## config.mk

```make
export PLATFORM = sky130hd
export DESIGN_NAME = snake_body_controller
export DESIGN_NICKNAME = d
export VERILOG_FILES = /design/src/rtl/snake_body_controller.sv
export SDC_FILE = /design/constraint.sdc
export NUM_CORES = 1
export LEC_CHECK = 0
export CORE_MARGIN = 1.5
export CORE_UTILIZATION = 35
export DETAILED_ROUTE_END_ITERATION = 8
export PLACE_DENSITY = 0.53
export SETUP_SLACK_MARGIN = 0.15
export SYNTH_ARGS = -nofsm -noshare
export SYNTH_HDL_FRONTEND = slang
export SYNTH_SLANG_ARGS = --single-unit
```

## constraint.sdc

```tcl
create_clock -name clk -period 15 [get_ports clk]
set_input_delay 1.5 -clock clk [delete_from_list [all_inputs] [get_ports clk]]
set_output_delay 1.5 -clock clk [all_outputs]
set_load 0.01 [all_outputs]
```

## src/rtl/snake_body_controller.sv

```systemverilog
// Snake body controller: head movement, direction handling, apple growth,
// wall/self collision detection and a registered segment query port.
// The body is a circular buffer of (x,y) entries indexed from a head pointer.
module snake_body_controller #(
  parameter int unsigned WIDTH   = 32,
  parameter int unsigned HEIGHT  = 32,
  parameter int unsigned STARTX  = 5,
  parameter int unsigned STARTY  = 5,
  parameter int unsigned MAX_LEN = 16
) (
  input  logic       clk,
  input  logic       reset,
  input  logic       tick,
  input  logic [1:0] dirIn,
  input  logic       dirValid,
  input  logic [6:0] appleX,
  input  logic [6:0] appleY,
  output logic [6:0] headX,
  output logic [6:0] headY,
  output logic [6:0] length,
  input  logic [5:0] qIdx,
  output logic [6:0] qX,
  output logic [6:0] qY,
  output logic       qValid,
  output logic       ate,
  output logic       gameOver
);

  localparam int unsigned CW = 7;
  localparam int unsigned PW = (MAX_LEN > 2) ? $clog2(MAX_LEN) : 1;

  localparam logic [CW-1:0] X_LAST  = CW'(WIDTH - 1);
  localparam logic [CW-1:0] Y_LAST  = CW'(HEIGHT - 1);
  localparam logic [CW-1:0] X_START = CW'(STARTX);
  localparam logic [CW-1:0] Y_START = CW'(STARTY);
  localparam logic [CW-1:0] LEN_MAX = CW'(MAX_LEN);

  localparam logic [1:0] DIR_UP    = 2'd0;
  localparam logic [1:0] DIR_RIGHT = 2'd1;
  localparam logic [1:0] DIR_DOWN  = 2'd2;
  localparam logic [1:0] DIR_LEFT  = 2'd3;

  typedef enum logic [1:0] {
    S_IDLE = 2'd0,
    S_RUN  = 2'd1,
    S_DEAD = 2'd2
  } state_t;

  state_t        state;
  logic [1:0]    cur_dir;
  logic [1:0]    pend_dir;
  logic [CW-1:0] head_x;
  logic [CW-1:0] head_y;
  logic [CW-1:0] len_q;
  logic [PW-1:0] head_ptr;
  logic [CW-1:0] body_x [MAX_LEN];
  logic [CW-1:0] body_y [MAX_LEN];
  logic          ate_q;
  logic          game_over_q;
  logic [CW-1:0] qx_q;
  logic [CW-1:0] qy_q;
  logic          qv_q;

  logic [1:0]    eff_dir;
  logic [CW-1:0] nx;
  logic [CW-1:0] ny;
  logic          wall;
  logic          eat;
  logic          grow;
  logic          hit;
  logic [PW-1:0] next_ptr;
  logic [CW-1:0] seg_x [MAX_LEN];
  logic [CW-1:0] seg_y [MAX_LEN];

  assign next_ptr = head_ptr + PW'(1);

  // Direction used by a tick: a reversal is only legal for a lone head.
  always_comb begin
    eff_dir = pend_dir;
    if ((pend_dir == (cur_dir ^ 2'b10)) && (len_q != CW'(1))) begin
      eff_dir = cur_dir;
    end
  end

  // Candidate head position and wall test for the effective direction.
  always_comb begin
    nx   = head_x;
    ny   = head_y;
    wall = 1'b0;
    case (eff_dir)
      DIR_UP: begin
        wall = (head_y == '0);
        ny   = head_y - CW'(1);
      end
      DIR_RIGHT: begin
        wall = (head_x == X_LAST);
        nx   = head_x + CW'(1);
      end
      DIR_DOWN: begin
        wall = (head_y == Y_LAST);
        ny   = head_y + CW'(1);
      end
      default: begin
        wall = (head_x == '0);
        nx   = head_x - CW'(1);
      end
    endcase
  end

  assign eat  = (nx == appleX) && (ny == appleY);
  assign grow = eat && (len_q < LEN_MAX);

  // Segments ordered head-first, unrolled from the circular buffer.
  always_comb begin
    for (int unsigned i = 0; i < MAX_LEN; i++) begin
      seg_x[i] = body_x[PW'(head_ptr - PW'(i))];
      seg_y[i] = body_y[PW'(head_ptr - PW'(i))];
    end
  end

  // Self-hit against occupied segments; the tail is vacated unless growing.
  always_comb begin
    hit = 1'b0;
    for (int unsigned i = 0; i < MAX_LEN; i++) begin
      if ((CW'(i) < len_q) &&
          !((CW'(i) == (len_q - CW'(1))) && !grow) &&
          (seg_x[i] == nx) && (seg_y[i] == ny)) begin
        hit = 1'b1;
      end
    end
  end

  // Game FSM, movement and body buffer update.
  always_ff @(posedge clk) begin
    if (reset) begin
      state       <= S_IDLE;
      cur_dir     <= DIR_RIGHT;
      pend_dir    <= DIR_RIGHT;
      head_x      <= X_START;
      head_y      <= Y_START;
      len_q       <= CW'(1);
      head_ptr    <= '0;
      ate_q       <= 1'b0;
      game_over_q <= 1'b0;
      for (int unsigned i = 0; i < MAX_LEN; i++) begin
        body_x[i] <= (i == 0) ? X_START : '0;
        body_y[i] <= (i == 0) ? Y_START : '0;
      end
    end else begin
      ate_q <= 1'b0;
      case (state)
        S_IDLE: begin
          if (dirValid) begin
            cur_dir  <= dirIn;
            pend_dir <= dirIn;
            state    <= S_RUN;
          end
        end
        S_RUN: begin
          if (tick) begin
            if (wall || hit) begin
              state       <= S_DEAD;
              game_over_q <= 1'b1;
            end else begin
              cur_dir          <= eff_dir;
              head_x           <= nx;
              head_y           <= ny;
              head_ptr         <= next_ptr;
              body_x[next_ptr] <= nx;
              body_y[next_ptr] <= ny;
              ate_q            <= eat;
              if (grow) begin
                len_q <= len_q + CW'(1);
              end
            end
          end
          // A write in the tick cycle is held for the following tick.
          if (dirValid) begin
            pend_dir <= dirIn;
          end else if (tick) begin
            pend_dir <= eff_dir;
          end
        end
        default: ;
      endcase
    end
  end

  // Registered segment query, one cycle after qIdx.
  always_ff @(posedge clk) begin
    if (reset) begin
      qx_q <= '0;
      qy_q <= '0;
      qv_q <= 1'b0;
    end else if ({1'b0, qIdx} < len_q) begin
      qx_q <= seg_x[qIdx[PW-1:0]];
      qy_q <= seg_y[qIdx[PW-1:0]];
      qv_q <= 1'b1;
    end else begin
      qx_q <= '0;
      qy_q <= '0;
      qv_q <= 1'b0;
    end
  end

  assign headX    = head_x;
  assign headY    = head_y;
  assign length   = len_q;
  assign ate      = ate_q;
  assign gameOver = game_over_q;
  assign qX       = qx_q;
  assign qY       = qy_q;
  assign qValid   = qv_q;

endmodule
```

==> images/met1.png <==
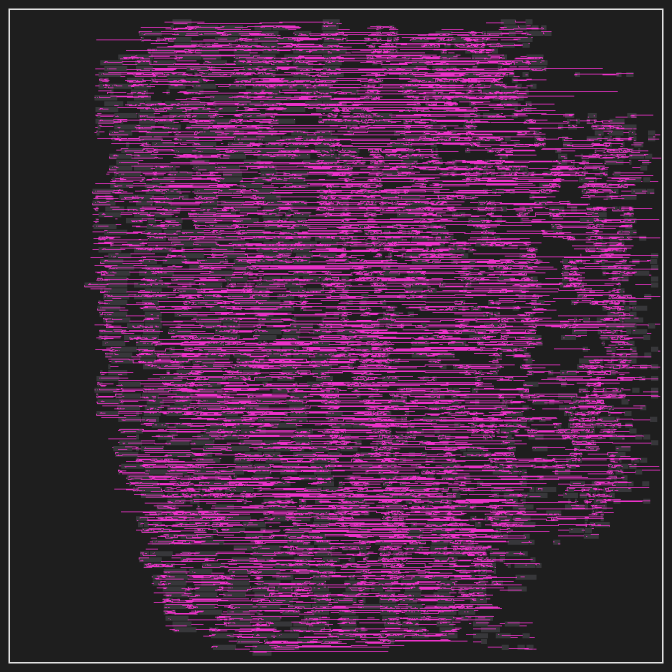
The layer carries 53.2 mm of wire. The wires run mostly horizontal. The layer holds 38% of the routed length. The longest straight run is 117 um. 2587 nets have wire on it.

==> images/met2.png <==
Scale bar: 100 um.
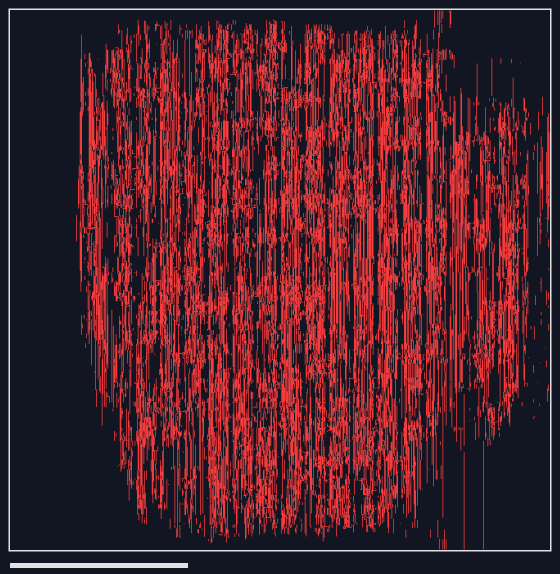
The wires run mostly vertical. 2370 nets have wire on it.
routed wire length: 142000 um
Vias: 27700
grt met2 use: 46.5%

==> images/met3.png <==
Scale bar: 100 um.
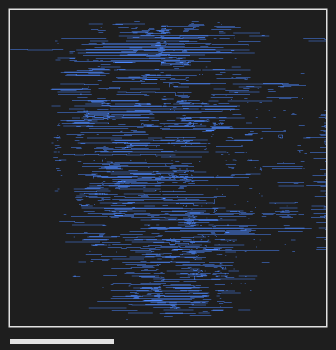
The layer carries 17400 um of wire. The wires run mostly horizontal. The layer holds 12% of the routed length. 641 nets have wire on it.

==> results.yml <==
# yosys + openroad results
outcome:
  outcome: "finished clean"
final_timing:
  skew_ps: 41.0
  final.setup.tns_ps: 0
  tightest_slew_ps: 1300
  finalCriticalPeriod_ps: 9310
  drv_slew: 0
  finalCritPeriodShare_pct: 62.1
  slew_headroom_pct: 13.5
  setup_violations: 0
  hold_viol: 0
  rsz0062_at_grt: "no"
final_layout:
  biggestRegsByFlops: "body_x: 112 flops, body_y: 112 flops"
  nets: 2746
  area_growth_pct: 8.46
  finalInstanceArea_um2: 34200
  layout_top_cell: "mux4_2"
  post-route-util_pct: 38.5
  final_cell_mix: "mux4_2 (459), edfxtp_1 (224), xnor2_1 (201)"
  drive_above_1_share_pct: 26.4
die:
  core_area_um2: 88900
  die-width_um: 303
  fp.dieH_um: 303
  rows: 109
  ios: 64
pwr:
  p_clk_share_pct: 28.7
  p_int_mw: 1.76
  powerDensity_nw_per_um2: 86.0
  comb_power_share_pct: 40.5
  seqPwrFrac_pct: 30.8
  power_combinational_mw: 1.19
  p_leak_nw: 10.3
  peakVddDrop_uv: 66.0
  p_sw_mw: 1.19
  power_mw: 2.95
  p_sw_share_pct: 40.3
grt:
  grt_overflow: 0
  grt_max_degree: 135
  antenna_found_initial: 5
  grt_pass1_vias: 25900
clock_tree:
  htreeDepth: 2
  clock_path_buffers: 3
  ctsResizeCount: 0
  clock-root-buffer: "clkbuf_16"
  cts_buffers: 34
  post-cts-setup-buffer-count: 0
logic_synthesis:
  xor_area_share_pct: 7.96
  yosysSeqAreaShare_pct: 24.6
  ff_type: "edfxtp_1"
  ys_sh_simple_pct: 13.7
  ys_top_cells_by_area: "mux4_2 (33%), edfxtp_1 (21%), xnor2_1 (5.6%)"
  synth_flops: 276
  most_common_cell: "mux4_2"
  ys_types: 94
  yosysTopAreaCell: "mux4_2"
  aoi_share_pct: 10.3
  fp_nets: 2856
  ys_cells: 2792
  yosysChipArea_um2: 31600
  synthTopCellsByCount: "mux4_2 (459), edfxtp_1 (224), xnor2_1 (203)"
  syn_inst: 2792
  edf_count: 224
  avgSynthCellArea_um2: 11.3
  logic_family: "multiplexers"
  top_area_share_pct: 32.7
  mux_share_pct: 36.4
  syn_area_um2: 31600
worst_setup_path:
  cp-end-kind: "flip-flop"
  required_ps: 15280
  startpoint_type: "flip-flop"
  arrival_ps: 9590
  cp_slowest_stage_delay_ps: 950
  slowest_stage: "buf_4"
  r2r_start: "length[1]$_SDFFE_PP0P_"
  rr_endpoint: "body_y[13][6]$_SDFFCE_PN0P_"
  rr_worst_depth: 23
worst_hold_path:
  whs_path_depth: 2
  hold_end: "gameOver$_SDFFE_PP0P_"
  hold_path.startpoint: "gameOver$_SDFFE_PP0P_"
  hold_class: "flip-flop to flip-flop"
run:
  log.warning_count: 49
  maxCapViolCount: 0
detailed_routing:
  postRouteAntennaNets: 0
  drt_first_pass_iters: 6
  drt_iter0_drc: 4271
  viasPerCell: 7.16
  wl_per_cell_um: 36.6
place:
  dpl_cell_area_um2: 33200
  place.port_buffers: 63
==> images/met4.png <==
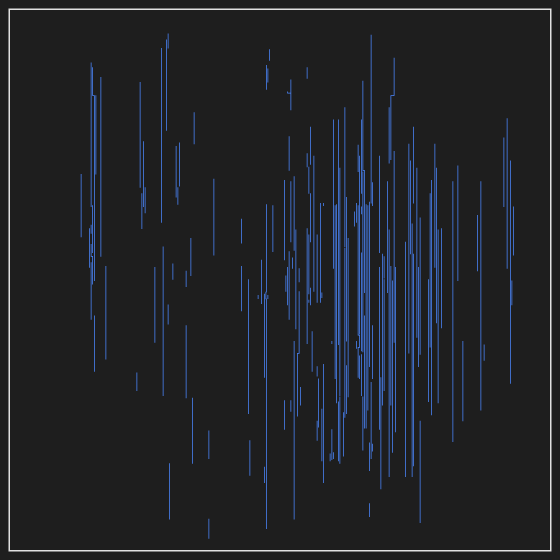
The layer holds 5.8% of the routed length. The wires run mostly vertical. The layer carries 8280 um of wire. 127 nets have wire on it. The longest straight run is 146 um.

==> images/final_clocks.png <==
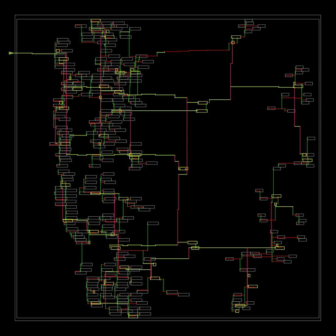
Clock Latency Late Sink: 610 ps
Flops: 276
# clock sinks: 276
clock buffers: 39

## layout make-up
class | instances | area, um^2
sequential | 276 | 7780
antenna | 2 | 5.00
fill | 8523 | 54700
tap | 1165 | 1460
clock inverter | 20 | 216
inverter | 35 | 131
multi-input combinational | 2177 | 22400
clock buffer | 39 | 870
timing repair buffer | 158 | 1350
## routing by layer
metal  global-route usage, %  vias to the layer above  routed length (um)
met5                       0                        -                  23
met1                    40.1                    14100               53200
li1                        -                    11100                   -
met3                    7.95                      374               17400
met2                    46.5                     2117               62800
met4                    14.9                        4                8280
## worst max-delay path by stage
stage / start / end / slack (ps) / cells past startpoint
finish: length[1]$_SDFFE_PP0P_ / body_y[13][6]$_SDFFCE_PN0P_ / 5690 / 23
global route: length[1]$_SDFFE_PP0P_ / body_x[10][6]$_SDFFCE_PN0P_ / 5140 / 23
global placement: length[1]$_SDFFE_PP0P_ / body_x[1][5]$_SDFFCE_PN0P_ / 6080 / 23
detailed placement: length[1]$_SDFFE_PP0P_ / body_y[13][6]$_SDFFCE_PN0P_ / 5960 / 23
floorplan: length[1]$_SDFFE_PP0P_ / body_x[10][0]$_SDFFCE_PN0P_ / 7810 / 24
CTS: length[1]$_SDFFE_PP0P_ / body_y[13][6]$_SDFFCE_PN0P_ / 5880 / 23
## worst min-delay path, stage by stage (launching register included)
cell and delay [ps]:
dfxtp_1 330, a21oi_1 40, nor2_1 70
## metrics by stage
| stage | hold WS, ps | setup slack [ps] | cells |
|---|---|---|---|
| detailed placement | 474 | 5960 | 3811 |
| CTS | 488 | 5880 | 3870 |
| floorplan | 438 | 7810 | 2792 |
| finish | 477 | 5690 | 3872 |
| global route | 508 | 5140 | 3870 |
| global placement | 459 | 6080 | 3811 |
Power and IR drop assume default switching activity.
